--- src/rtl/gate_delay_tester.sv ---
// Characterisation controller for one combinational gate: walks its inputs through a
// Gray-code cycle and measures the per-edge output delay in clock cycles.
`timescale 1ns/100ps
module gate_delay_tester #(
  parameter int unsigned N_IN       = 2,
  parameter int unsigned CNT_W      = 8,
  parameter int unsigned TIMEOUT    = 32,
  parameter int unsigned SETTLE_CYC = 4
) (
  input  logic             clk,
  input  logic             rst_n,
  input  logic             start,
  input  logic             abort,
  output logic [N_IN-1:0]  dut_in,
  input  logic             dut_out,
  output logic             busy,
  output logic             done,
  output logic             valid,
  output logic [CNT_W-1:0] max_rise,
  output logic [CNT_W-1:0] max_fall,
  output logic [2:0]       rise_cnt,
  output logic [2:0]       fall_cnt,
  output logic [3:0]       static_cnt,
  output logic             glitch
);

  localparam int unsigned STEP_W = N_IN + 1;
  localparam int unsigned HOLD_W = (SETTLE_CYC > 1) ? $clog2(SETTLE_CYC) : 1;
  localparam logic [STEP_W-1:0] LAST_STEP = STEP_W'(1 << N_IN);
  localparam logic [CNT_W-1:0]  CNT_MAX   = '1;
  localparam logic [CNT_W-1:0]  TIMEOUT_C = CNT_W'(TIMEOUT);
  localparam logic [HOLD_W-1:0] HOLD_LAST = HOLD_W'(SETTLE_CYC - 1);

  typedef enum logic [2:0] {
    S_IDLE,
    S_BASE,
    S_APPLY,
    S_WAIT,
    S_HOLD,
    S_DONE
  } state_t;

  state_t             state, state_d;
  logic [STEP_W-1:0]  step, step_d;
  logic [CNT_W-1:0]   cnt, cnt_d;
  logic [HOLD_W-1:0]  hold_cnt, hold_d;
  logic               prev, prev_d;

  logic [N_IN-1:0]    dut_in_d;
  logic               busy_d, done_d, valid_d, glitch_d;
  logic [CNT_W-1:0]   max_rise_d, max_fall_d;
  logic [2:0]         rise_cnt_d, fall_cnt_d;
  logic [3:0]         static_cnt_d;

  logic [CNT_W-1:0]   delay;
  logic [STEP_W-1:0]  step_inc;
  logic [N_IN-1:0]    gray_idx;

  // State and result registers
  always_ff @(posedge clk or negedge rst_n) begin
    if (!rst_n) begin
      state      <= S_IDLE;
      step       <= '0;
      cnt        <= '0;
      hold_cnt   <= '0;
      prev       <= 1'b0;
      dut_in     <= '0;
      busy       <= 1'b0;
      done       <= 1'b0;
      valid      <= 1'b0;
      glitch     <= 1'b0;
      max_rise   <= '0;
      max_fall   <= '0;
      rise_cnt   <= '0;
      fall_cnt   <= '0;
      static_cnt <= '0;
    end else begin
      state      <= state_d;
      step       <= step_d;
      cnt        <= cnt_d;
      hold_cnt   <= hold_d;
      prev       <= prev_d;
      dut_in     <= dut_in_d;
      busy       <= busy_d;
      done       <= done_d;
      valid      <= valid_d;
      glitch     <= glitch_d;
      max_rise   <= max_rise_d;
      max_fall   <= max_fall_d;
      rise_cnt   <= rise_cnt_d;
      fall_cnt   <= fall_cnt_d;
      static_cnt <= static_cnt_d;
    end
  end

  // Next-state and result update
  always_comb begin
    state_d      = state;
    step_d       = step;
    cnt_d        = cnt;
    hold_d       = hold_cnt;
    prev_d       = prev;
    dut_in_d     = dut_in;
    valid_d      = valid;
    glitch_d     = glitch;
    max_rise_d   = max_rise;
    max_fall_d   = max_fall;
    rise_cnt_d   = rise_cnt;
    fall_cnt_d   = fall_cnt;
    static_cnt_d = static_cnt;
    busy_d       = 1'b0;
    done_d       = 1'b0;

    // The first edge after the stimulus update counts as a delay of 1
    delay    = cnt + CNT_W'(1);
    step_inc = step + STEP_W'(1);
    gray_idx = step_inc[N_IN-1:0];

    unique case (state)
      S_IDLE: begin
        if (start) begin
          valid_d      = 1'b0;
          glitch_d     = 1'b0;
          max_rise_d   = '0;
          max_fall_d   = '0;
          rise_cnt_d   = '0;
          fall_cnt_d   = '0;
          static_cnt_d = '0;
          dut_in_d     = '0;
          step_d       = '0;
          hold_d       = '0;
          state_d      = S_BASE;
        end
      end

      S_BASE: begin
        hold_d = hold_cnt + HOLD_W'(1);
        if (hold_cnt == HOLD_LAST) begin
          prev_d  = dut_out;
          state_d = S_APPLY;
        end
      end

      S_APPLY: begin
        step_d   = step_inc;
        dut_in_d = gray_idx ^ (gray_idx >> 1);
        cnt_d    = '0;
        state_d  = S_WAIT;
      end

      S_WAIT: begin
        if (cnt != CNT_MAX) begin
          cnt_d = cnt + CNT_W'(1);
        end
        // A change in the same cycle as the timeout still counts as a transition
        if (dut_out != prev) begin
          if (dut_out) begin
            if (delay > max_rise) max_rise_d = delay;
            rise_cnt_d = rise_cnt + 3'd1;
          end else begin
            if (delay > max_fall) max_fall_d = delay;
            fall_cnt_d = fall_cnt + 3'd1;
          end
          prev_d  = dut_out;
          hold_d  = '0;
          state_d = S_HOLD;
        end else if (delay >= TIMEOUT_C) begin
          static_cnt_d = static_cnt + 4'd1;
          hold_d       = '0;
          state_d      = S_HOLD;
        end
      end

      S_HOLD: begin
        hold_d = hold_cnt + HOLD_W'(1);
        if (dut_out != prev) begin
          glitch_d = 1'b1;
          prev_d   = dut_out;
        end
        if (hold_cnt == HOLD_LAST) begin
          state_d = (step == LAST_STEP) ? S_DONE : S_APPLY;
        end
      end

      S_DONE: begin
        state_d = S_IDLE;
      end

      default: begin
        state_d = S_IDLE;
      end
    endcase

    if (abort) begin
      state_d  = S_IDLE;
      dut_in_d = '0;
      valid_d  = 1'b0;
    end

    // Flags are registered alongside the state they describe
    if (state_d == S_DONE) begin
      valid_d = 1'b1;
      done_d  = 1'b1;
    end
    busy_d = (state_d != S_IDLE) && (state_d != S_DONE);
  end

endmodule

--- config.mk ---
export PLATFORM = sky130hd
export DESIGN_NAME = gate_delay_tester
export DESIGN_NICKNAME = d
export VERILOG_FILES = /design/src/rtl/gate_delay_tester.sv
export SDC_FILE = /design/constraint.sdc
export NUM_CORES = 1
export LEC_CHECK = 0
export CORE_MARGIN = 3
export CORE_UTILIZATION = 45
export CTS_CLUSTER_DIAMETER = 100
export DETAILED_ROUTE_END_ITERATION = 6
export DONT_BUFFER_PORTS = 1
export HOLD_SLACK_MARGIN = 0.12
export PLACE_DENSITY = 0.69
export SKIP_CTS_REPAIR_TIMING = 1
export SYNTH_ARGS = -nofsm -noshare
export SYNTH_HDL_FRONTEND = slang
export SYNTH_SLANG_ARGS = --single-unit
--- constraint.sdc ---
create_clock -name clk -period 3.6 [get_ports clk]
set_clock_uncertainty 0.2 [all_clocks]
set_input_delay 1.08 -clock clk [delete_from_list [all_inputs] [get_ports clk]]
set_output_delay 1.08 -clock clk [all_outputs]
set_load 0.05 [all_outputs]
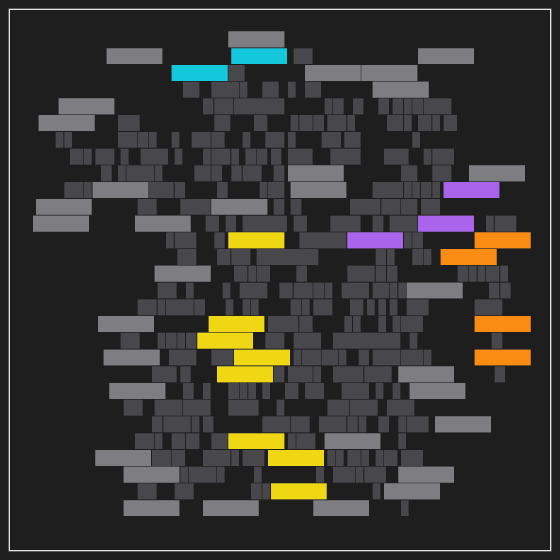
*Sequential cells coloured by netlist name*
Other sequential cells in the stronger grey, the rest of the logic in the fainter grey.
[yellow] cnt | flops: 8
[orange] static_cnt | flops: 4 | where: right middle
[cyan] hold_cnt | flops: 2
[purple] fall_cnt | flops: 3
not coloured: 32
sequential portion of the cell area: 0.391
Reg area: 1230 um2

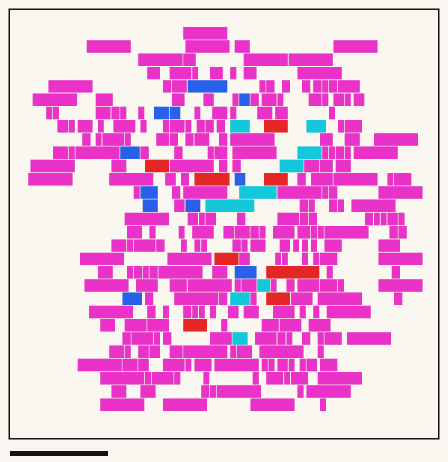
*Drive-strength map*
Scale bar: 20 um.
[red] drive 6 and up | cells: 8 | share: 2.6% | most used: clkbuf_8
[cyan] drive 3 to 4 | cells: 9 | share: 2.9% | most used: nand2b_4
[magenta] drive 1 or less | cells: 280 | share: 91% | most used: nand2_1
[blue] drive 2 | cells: 11 | share: 3.6% | most used: nor2_2

==> summary.txt <==
yosys + openroad results -> outcome complete, no violations, unrepaired setup endpoints after global routing no, initial DRC count 117, via count 2234, Async S/R FF share, synth 1.00, core area 6420 um2, Req. time, crit path 3.63 ns, Die H 87.7 um, CP Launch Type register, Final #Nets 335, maximum vdd drop 0.154 mV, htree depth 2, Tmin final 2.99 ns, Critical Path Sink Type register, power per cell area 425 nW/um2, Syn Inst Count 309, Pwr Total 0.00133 W, Remaining Overflow, GRT 0, pin count of the biggest net entering global routing 50, die area 7700 um2, Log Warnings 27, Max Buffers Root-to-Sink 2, vias in the first global route 2215, crit path max fanout 8, WS Path Type reg -> reg, dominant logic cell types in the final layout 56 x nand2_1, 49 x dfrtp_1, 23 x ha_1, 19 x inv_1, 19 x o21ai_0, CTS tree yes, Inserted Diodes 0
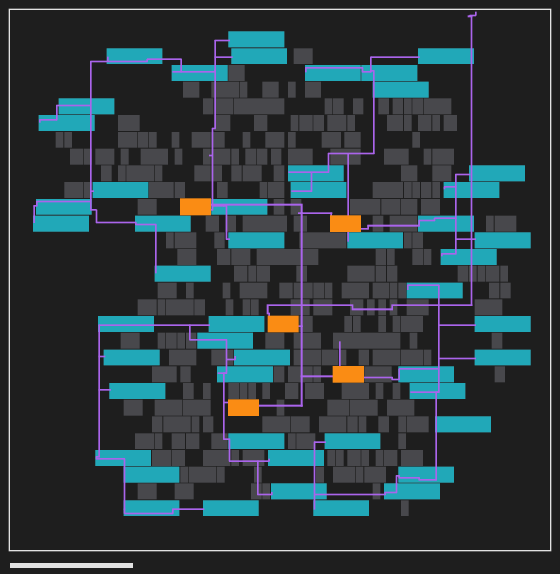
*Clock network drawn from the DEF*
Scale bar: 20 um.
[purple] clock wires | length: 656 um
[cyan] flip-flops | count: 49
[orange] cells driving clock nets | count: 5
flops lie: all over the die
routed clock nets: 6

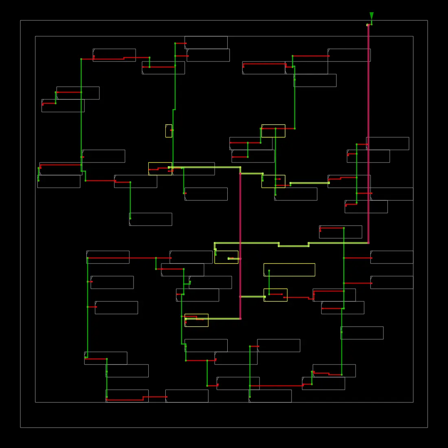
*Clock wiring as the flow saved it*
Late-Pin Clk Latency: 0.30 ns
Num CTS Buffers: 5
P_clk: 0.000409 W
clock buffers: 7

layer usage:
metal | part of all wire | vias up | routed length (um) | GRT usage
met2 | 0.45 | 46 | 2850 | 0.276
met1 | 0.48 | 1082 | 3030 | 0.240
met5 | 0 | - | 0 | 0
li1 | - | 1100 | - | -
met3 | 0.057 | 6 | 357 | 0.0452
met4 | 0.012 | 0 | 78 | 0.0474
worst paths after layout:
check,end,depth (start not counted)
max,max_rise[1]$_DFFE_PN0P_,10
min,dut_in[0]$_DFFE_PN0P_,0
max in group asynchronous,cnt[7]$_DFFE_PN0P_,0
min in group clk,cnt[1]$_DFFE_PN0P_,1
min reg2reg,cnt[1]$_DFFE_PN0P_,1
max reg2reg,max_rise[1]$_DFFE_PN0P_,10
layout make-up:
class / count / area, um2
fill: 596 / 3280
multi-input combinational: 231 / 1620
sequential: 49 / 1230
tap: 77 / 96.3
clock buffer: 7 / 86.3
inverter: 19 / 71.3
clock inverter: 1 / 30.0
timing repair buffer: 1 / 7.51
cell usage after synthesis (all sizes together), types with 4 or more instances:
master | count | area [um2]
a21oi | 13 | 65.1
nand3 | 9 | 45.0
o2bb2ai | 9 | 78.8
nor3 | 4 | 25.0
inv | 19 | 71.3
dfrtp | 49 | 1230
a22o | 5 | 43.8
clkbuf | 4 | 45.0
buf | 6 | 42.5
o21ai | 25 | 129
nor2 | 13 | 53.8
nand2 | 59 | 248
xnor2 | 5 | 43.8
mux2i | 10 | 100
a21o | 5 | 37.5
nand2b | 6 | 55.1
ha | 23 | 288
and3 | 4 | 30.0
critical path, stage by stage (launching register included):
cell and delay, ns:
dfrtp_1 0.49, ha_1 0.33, nand3_1 0.13, xnor2_1 0.33
ha_1 0.32, and3_1 0.21, o21ai_0 0.07, a21oi_1 0.08
o221a_2 0.29, o21ai_2 0.30, o2bb2ai_1 0.16
cells by family (layout without fill, tap and decap cells):
group,Yosys count,after routing,synth area share
flops,49,49,0.408
mux,12,12,0.0445
buf+inv,29,28,0.0528
compound gates,81,81,0.191
fa+ha+maj,23,23,0.0957
xor+xnor,7,7,0.0204
simple gates,108,108,0.187
through the flow:
step / utilization / instance area [um2] / setup WS, ns
after floorplan: - / 3010 / 1.10
after global placement: 0.471 / 3020 / 0.680
after detailed placement: 0.471 / 3020 / 0.636
after CTS: 0.489 / 3140 / 0.607
after global routing: 0.489 / 3140 / 0.410
final: 0.489 / 3140 / 0.607
registers in the layout, indices dropped and copies added (netlist names):
| name | flops |
|---|---|
| hold_cnt | 2 |
| max_rise | 8 |
| max_fall | 8 |
| static_cnt | 4 |
| rise_cnt | 3 |
| done | 1 |
| dut_in | 2 |
| state | 3 |
| cnt | 8 |
| valid | 1 |
| step | 3 |
| prev | 1 |
| glitch | 1 |
| fall_cnt | 3 |
| busy | 1 |
power breakdown:
part           leakage, nW  internal, W  total [W]  switching (W)
registers            0.677     0.000576   0.000638      0.0000620
logic                0.693     0.000127   0.000289       0.000162
clock network       0.0585     0.000227   0.000409       0.000182
Power is estimated from default activity; no workload was simulated.
